`config.mk`:
```
export PLATFORM = sky130hd
export DESIGN_NAME = instr_fetch_sequencer
export DESIGN_NICKNAME = d
export VERILOG_FILES = /design/src/rtl/instr_fetch_sequencer.sv
export SDC_FILE = /design/constraint.sdc
export NUM_CORES = 1
export LEC_CHECK = 0
export CORE_MARGIN = 1.5
export CORE_UTILIZATION = 35
export DETAILED_ROUTE_END_ITERATION = 6
export SLEW_MARGIN = 20
export SYNTH_ARGS = -nofsm -noshare
export SYNTH_HDL_FRONTEND = slang
export SYNTH_SLANG_ARGS = --single-unit
```
`constraint.sdc`:
```
create_clock -name clk -period 4.2 [get_ports clk]
set_clock_uncertainty 0.15 [all_clocks]
set_input_delay 1.05 -clock clk [delete_from_list [all_inputs] [get_ports clk]]
set_output_delay 1.05 -clock clk [all_outputs]
set_load 0.02 [all_outputs]
```
`src/rtl/instr_fetch_sequencer.sv`:
```
// Timestep counter and external-word fetch path for the processor bus.
// Fetches words over a req/ack handshake and stalls the datapath while a needed word is missing.
module instr_fetch_sequencer #(
   parameter int ADDR_W   = 8,
   parameter int DATA_W   = 10,
   parameter int RESET_PC = 0,
   parameter int TIMEOUT  = 15
) (
   input  logic              clk,
   input  logic              reset,
   input  logic              run,
   input  logic              step,
   input  logic              Ext,
   input  logic              Clr,
   output logic [1:0]        timestep,
   output logic              exec_en,
   output logic [DATA_W-1:0] data,
   output logic              mem_req,
   output logic [ADDR_W-1:0] mem_addr,
   input  logic              mem_ack,
   input  logic [DATA_W-1:0] mem_rdata,
   output logic [ADDR_W-1:0] pc,
   output logic              halted,
   output logic              err
);

   localparam int CNT_W = $clog2(TIMEOUT + 1);

   typedef enum logic [1:0] {
      ST_HALTED,
      ST_EXEC,
      ST_FETCH,
      ST_ERROR
   } state_t;

   state_t              state_q, state_d;
   logic [1:0]          ts_q, ts_d;
   logic [ADDR_W-1:0]   pc_q, pc_d;
   logic [DATA_W-1:0]   data_q, data_d;
   logic                word_valid_q, word_valid_d;
   logic                single_q, single_d;
   logic [CNT_W-1:0]    cnt_q, cnt_d;
   logic                mem_req_q, mem_req_d;
   logic                halted_q, halted_d;
   logic                err_q, err_d;
   logic                exec_en_c;
   logic                stall_c;

   always_ff @(posedge clk) begin
      if (reset) begin
         state_q      <= ST_HALTED;
         ts_q         <= 2'b00;
         pc_q         <= ADDR_W'(RESET_PC);
         data_q       <= '0;
         word_valid_q <= 1'b0;
         single_q     <= 1'b0;
         cnt_q        <= '0;
         mem_req_q    <= 1'b0;
         halted_q     <= 1'b1;
         err_q        <= 1'b0;
      end else begin
         state_q      <= state_d;
         ts_q         <= ts_d;
         pc_q         <= pc_d;
         data_q       <= data_d;
         word_valid_q <= word_valid_d;
         single_q     <= single_d;
         cnt_q        <= cnt_d;
         mem_req_q    <= mem_req_d;
         halted_q     <= halted_d;
         err_q        <= err_d;
      end
   end

   always_comb begin
      state_d      = state_q;
      ts_d         = ts_q;
      pc_d         = pc_q;
      data_d       = data_q;
      word_valid_d = word_valid_q;
      single_d     = single_q;
      cnt_d        = cnt_q;
      exec_en_c    = 1'b0;
      stall_c      = Ext && !word_valid_q;

      case (state_q)
         ST_HALTED: begin
            // run has priority over step, so a simultaneous step never arms single mode
            if (run) begin
               state_d  = ST_EXEC;
               single_d = 1'b0;
            end else if (step) begin
               state_d  = ST_EXEC;
               single_d = 1'b1;
            end
         end
         ST_EXEC: begin
            exec_en_c = !stall_c;
            if (stall_c) begin
               state_d = ST_FETCH;
               cnt_d   = '0;
            end else begin
               ts_d = Clr ? 2'b00 : 2'(ts_q + 2'd1);
               if (Ext) begin
                  word_valid_d = 1'b0;
               end
               if (Clr && (!run || single_q)) begin
                  state_d  = ST_HALTED;
                  single_d = 1'b0;
               end
            end
         end
         ST_FETCH: begin
            // an ack in the final allowed cycle still wins over the timeout
            if (mem_ack) begin
               data_d       = mem_rdata;
               word_valid_d = 1'b1;
               pc_d         = pc_q + ADDR_W'(1);
               state_d      = ST_EXEC;
            end else if (cnt_q == CNT_W'(TIMEOUT - 1)) begin
               state_d = ST_ERROR;
            end else begin
               cnt_d = cnt_q + CNT_W'(1);
            end
         end
         default: begin
            state_d = ST_ERROR;
         end
      endcase

      mem_req_d = (state_d == ST_FETCH);
      halted_d  = (state_d == ST_HALTED) || (state_d == ST_ERROR);
      err_d     = (state_d == ST_ERROR);
   end

   assign timestep = ts_q;
   assign exec_en  = exec_en_c;
   assign data     = data_q;
   assign mem_req  = mem_req_q;
   assign mem_addr = pc_q;
   assign pc       = pc_q;
   assign halted   = halted_q;
   assign err      = err_q;

endmodule

```
### Met1 routing, run 1

Supply wires on this layer in gray. Cells faint in the background.
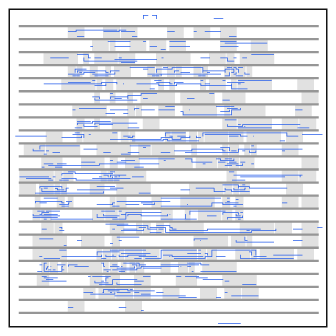
- longest straight run: 17.9 um
- share of all routed wire: 44%
- main direction: horizontal
Routed Wire Length: 3089 um
GR Layer Usage met1: 17.70%
via count: 1234

### The clock network, run 1

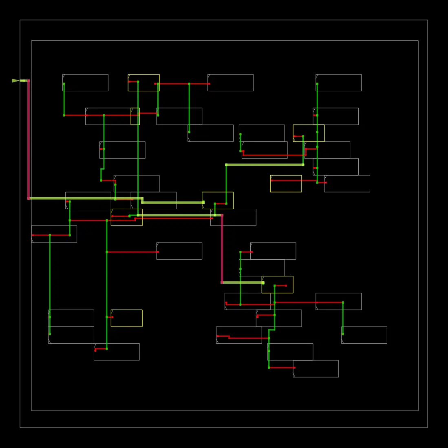
flop count: 31
sinks on the clock net: 31
Worst-Skew Late Latency: 0.28 ns
clock buf count: 8

### Cell classes on the final placement, run 1

Bar = 20 um.
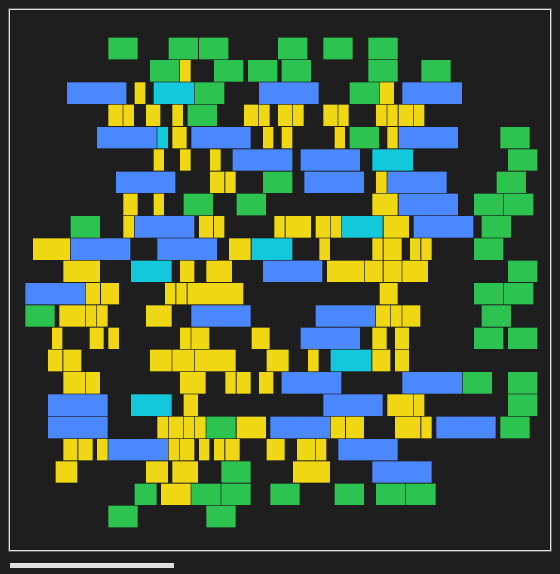
- clock drivers and dummy loads: cyan (cells 8)
- other buffers and delay cells: green (cells 49)
- flops: blue (cells 31)
- all other logic: yellow (cells 117)

==> run_results.csv, run 1 <==
group,metric,value,unit
timing,hold_slack,0.3059,ns
logic_synthesis,netlist_instances,164,
floorplan,dieHeight,65.91,um
logic_synthesis,mappedNetlistArea,1385,sq um
critical_path,length_in_cells_of_the_worst_reg_to_reg_path,7,
timing,setup_tns,0,ns
timing,final_max_slew_viol_count,0,
logic_synthesis,xor_area_share,3.794,%
timing,worstMarginPinSlew,0.5268,ns
logic_synthesis,synth.cellmix.adderShare,3.613,%
detailed_routing,wire_per_inst,12.21,um
critical_path,worst_r2r_endpoint,"halted",
outcome,outcome,"finished clean",
timing,timing.final.crit_period,3.761,ns
job,warning_count,27,
final_layout,filler_cell_count,391,
logic_synthesis,top_area_share,44.81,%
grt,grt_max_degree,30,
placement,globalplace.congestion,0.7609,
final_layout,finalCoreUtilization,51.60,%
logic_synthesis,number_of_warning_messages_in_the_yosys_log,0,
clock_network,number_of_resized_instances_in_the_post_cts_repair_step,0,
timing,timing.final.setup_violations,0,
timing,rsz0062_at_grt,"false",
critical_path,timing.critical_path.mode_cell,"sky130_fd_sc_hd__clkdlybuf4s50_1",
critical_path,crit_chain,"clkdlybuf4s50_1 > nor2b_2 > nand2b_2 > inv_1 > clkdlybuf4s50_1",
clock_network,tritoncts,"done",
critical_path,crit_fanout,4,
grt,wire_length_of_the_first_global_routing_pass,5188,um
floorplan,coreArea,3744,sq um
logic_synthesis,synth.cellmix.compoundShare,13.01,%
logic_synthesis,synth_chip_area,1385,sq um
logic_synthesis,synth_logic_family,"simple AND/OR/NAND/NOR gates",
timing,fmaxAchievable,265.9,MHz
grt,all_layer_global_routing_usage,15.70,%
critical_path,crit_type,"input pin to output port",
logic_synthesis,synth.net_count,185,
==> run 1: cells in the final DEF (no fill, tap or decap), types with 3 or more instances in the layout <==
cell                               n
sky130_fd_sc_hd__nor2_1           11
sky130_fd_sc_hd__ha_1              4
sky130_fd_sc_hd__a21oi_1          18
sky130_fd_sc_hd__dfxtp_1          31
sky130_fd_sc_hd__inv_1             6
sky130_fd_sc_hd__xor2_1            3
sky130_fd_sc_hd__nor3_1            6
sky130_fd_sc_hd__clkbuf_8          7
sky130_fd_sc_hd__nand2_1          31
sky130_fd_sc_hd__nand4_1           5
sky130_fd_sc_hd__clkdlybuf4s50_1  48
sky130_fd_sc_hd__xnor2_1           3
sky130_fd_sc_hd__o21ai_0           5
==> run 1: registers in the layout, indices dropped and copies added, names as in the netlist <==
name          flops
err               1
state_q           2
data             10
mem_req           1
word_valid_q      1
timestep          2
halted            1
cnt_q             4
mem_addr          8
single_q          1
==> run 1: metal layers <==
metal / track usage (%) / up-vias / part of all wire, %
met4: 6.250 / 0 / 0.94
met5: 0 / - / 0
met2: 26.77 / 29 / 51
met3: 5.622 / 4 / 3.8
li1: - / 624 / -
met1: 17.70 / 577 / 44
==> run 1: per-stage QoR <==
step / setup slack [ns] / power, mW / cell area [sq um] / instances
6_report: 0.4388 / 0.6499 / 1932 / 253
5_1_grt: 0.3766 / 0.6839 / 1932 / 253
4_1_cts: 0.4388 / 0.6591 / 1932 / 253
3_5_place_dp: 0.4410 / 0.4050 / 1832 / 245
3_3_place_gp: 0.4623 / 0.4021 / 1832 / 245
2_1_floorplan: 1.446 / 0.3679 / 1385 / 164
==> run 1: worst max-delay path, delay by kind of cell <==
| kind | cells | cell delay (ns) |
|---|---|---|
| buffers and inverters | 3 | 1.12 |
| AND/OR/NAND/NOR | 2 | 0.39 |
==> run 1: logic make-up after synthesis <==
family / Yosys count
buf+inv: 22
fa+ha+maj: 4
compound gates: 31
flops: 31
simple gates: 70
xor+xnor: 6
==> run 1: area by class of cell <==
type                    count  area [sq um]  area share (%)
clock buffers               8         100.1           5.181
inverters                   6         22.52           1.166
well taps                  48         60.06           3.109
flip-flops and latches     31         620.6           32.12
multi-input cells         111         640.6           33.16
repair buffers             49         488.0           25.26
==> run 1: worst min path at each step <==
stage | startpoint | endpoint | slack [ns] | cells past startpoint
2_1_floorplan | word_valid_q | word_valid_q | 0.30 | 2
3_3_place_gp | data[3] | data[3] | 0.29 | 2
3_5_place_dp | data[2] | data[2] | 0.30 | 2
4_1_cts | data[7] | data[7] | 0.31 | 2
5_1_grt | data[6] | data[6] | 0.33 | 2
6_report | data[1] | data[1] | 0.31 | 2
==> run 1: power breakdown <==
part	internal (mW)	leakage, nW	switching, mW
Clock	0.149	0.0515	0.103
Sequential	0.304	0.251	0.0106
Combinational	0.0433	0.396	0.0399
Total	0.497	0.699	0.153
==> run 2: changes to the inputs <==
--- a/config.mk
+++ b/config.mk
@@ -8,6 +8,7 @@
 export CORE_MARGIN = 1.5
 export CORE_UTILIZATION = 35
 export DETAILED_ROUTE_END_ITERATION = 6
+export SKIP_CTS_REPAIR_TIMING = 1
 export SLEW_MARGIN = 20
 export SYNTH_ARGS = -nofsm -noshare
 export SYNTH_HDL_FRONTEND = slang
==> run 2 against run 1 <==
Compared with the run above:
- critical path depth did not move
- first-iteration DRC count stayed put
- combinational power about the same
- die area is the same
- total power did not move
- sequential power about the same
- setup slack unchanged
- synthesized cell count unchanged
- wire length unchanged
- global-route usage did not move
==> run_results.csv, run 2 <==
group,metric,value,unit
clock_network,tritoncts,"done",
detailed_routing,vias,1234,
logic_synthesis,top_area_share,44.81,%
clock_network,clock_insertion_delay_worst_skew,0.28,ns
job,warning_count,27,
detailed_routing,wire_per_inst,12.21,um
grt,wire_length_of_the_first_global_routing_pass,5188,um
clock_network,sinks_on_the_clock_net,31,
timing,fmaxAchievable,265.9,MHz
placement,dp_cells,245,
critical_path,worst_r2r_endpoint,"halted",
final_layout,layout.cells.non_filler,253,
logic_synthesis,synth_chip_area,1385,sq um
timing,rsz0062_at_grt,"false",
final_layout,filler_cell_count,391,
detailed_routing,wirelength,3089,um
critical_path,crit_fanout,4,
grt,all_layer_global_routing_usage,15.70,%
final_layout,number_of_flip_flops_in_the_largest_register,10,
critical_path,crit_type,"input pin to output port",
logic_synthesis,synth.net_count,185,
final_layout,final_common_cell,"sky130_fd_sc_hd__clkdlybuf4s50_1",
floorplan,dieHeight,65.91,um
logic_synthesis,number_of_warning_messages_in_the_yosys_log,0,
outcome,outcome,"finished clean",
hold_path,holdCritStartpoint,"data[1]",
placement,dpl-instance-area,1832,sq um
-- run 2: kinds of logic after synthesis --
kind of cell | after synthesis | share of synthesized area (%)
AOI/OAI and AO/OA | 31 | 13.01
and+or+nand+nor | 70 | 25.84
DFF | 31 | 44.81
adders and majority gates | 4 | 3.614
buffers and inverters | 22 | 8.942
xor gates and xnor gates | 6 | 3.795
-- run 2: per-stage QoR --
stage          hold WS [ns]  setup slack (ns)  util, %
3_3_place_gp         0.2939            0.4623    48.93
3_5_place_dp         0.2998            0.4410    48.93
6_report             0.3059            0.4388    51.60
5_1_grt              0.3311            0.3766    51.60
2_1_floorplan        0.3029             1.446        -
4_1_cts              0.3107            0.4388    51.60
-- run 2: cell type report --
class                   instances  area, sq um  area share, %
clock buffers                   8        100.1          5.181
inverters                       6        22.52          1.166
multi-input cells             111        640.6          33.16
flip-flops and latches         31        620.6          32.12
well taps                      48        60.06          3.109
repair buffers                 49        488.0          25.26
-- run 2: worst max-delay path by stage --
stage,start,end,cells past startpoint
final,Ext,exec_en,5
after global routing,Ext,exec_en,5
after CTS,Ext,exec_en,5
after detailed placement,Ext,exec_en,5
after global placement,Ext,exec_en,5
after floorplan,Ext,exec_en,3
-- run 2: critical path, cell delays in order --
cell and delay, ns:
sky130_fd_sc_hd__clkdlybuf4s50_1 0.43, sky130_fd_sc_hd__nor2b_2 0.19, sky130_fd_sc_hd__nand2b_2 0.20, sky130_fd_sc_hd__inv_1 0.09
sky130_fd_sc_hd__clkdlybuf4s50_1 0.60
-- run 2: per-layer routing --
metal  wire length [um]  global-route usage, %
met3                116                  5.622
met2               1573                  26.77
met4                 29                  6.250
met1               1368                  17.70
met5                  0                      0
-- run 2: report_power, final --
| part | leakage [nW] | switching, mW | internal [mW] |
|---|---|---|---|
| clock network | 0.0515 | 0.103 | 0.149 |
| logic | 0.396 | 0.0399 | 0.0433 |
| registers | 0.251 | 0.0106 | 0.304 |
| total | 0.699 | 0.153 | 0.497 |
### Cell sizes after repair, run 2

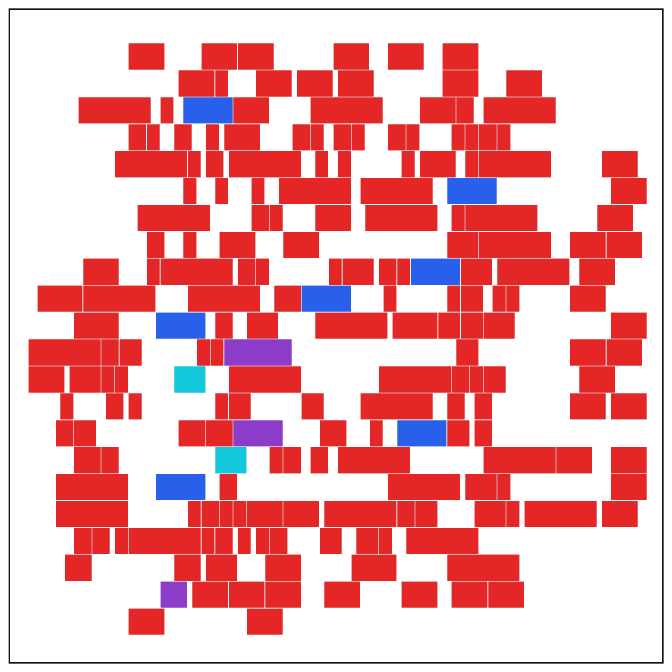
- drive 2: cyan (cells 2)
- drive 3 to 4: purple (cells 3)
- drive 6 and up: blue (cells 7; most used clkbuf_8)
- drive 1 or less: red (cells 193; most used clkdlybuf4s50_1)
count of plain and timing-repair buffers: 49
final critical-path setup slack: 0.4388 ns
Layout Area Growth over Synthesis: 39.48%
Finished Cell Area: 1932 sq um

### The clock network, run 2

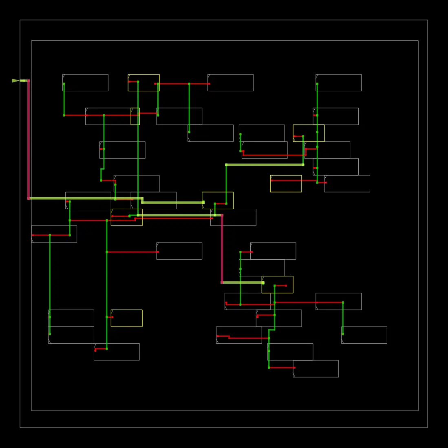
Clk power: 252 uW
number of CTS-inserted buffers: 5

Power is estimated from default activity; no workload was simulated.
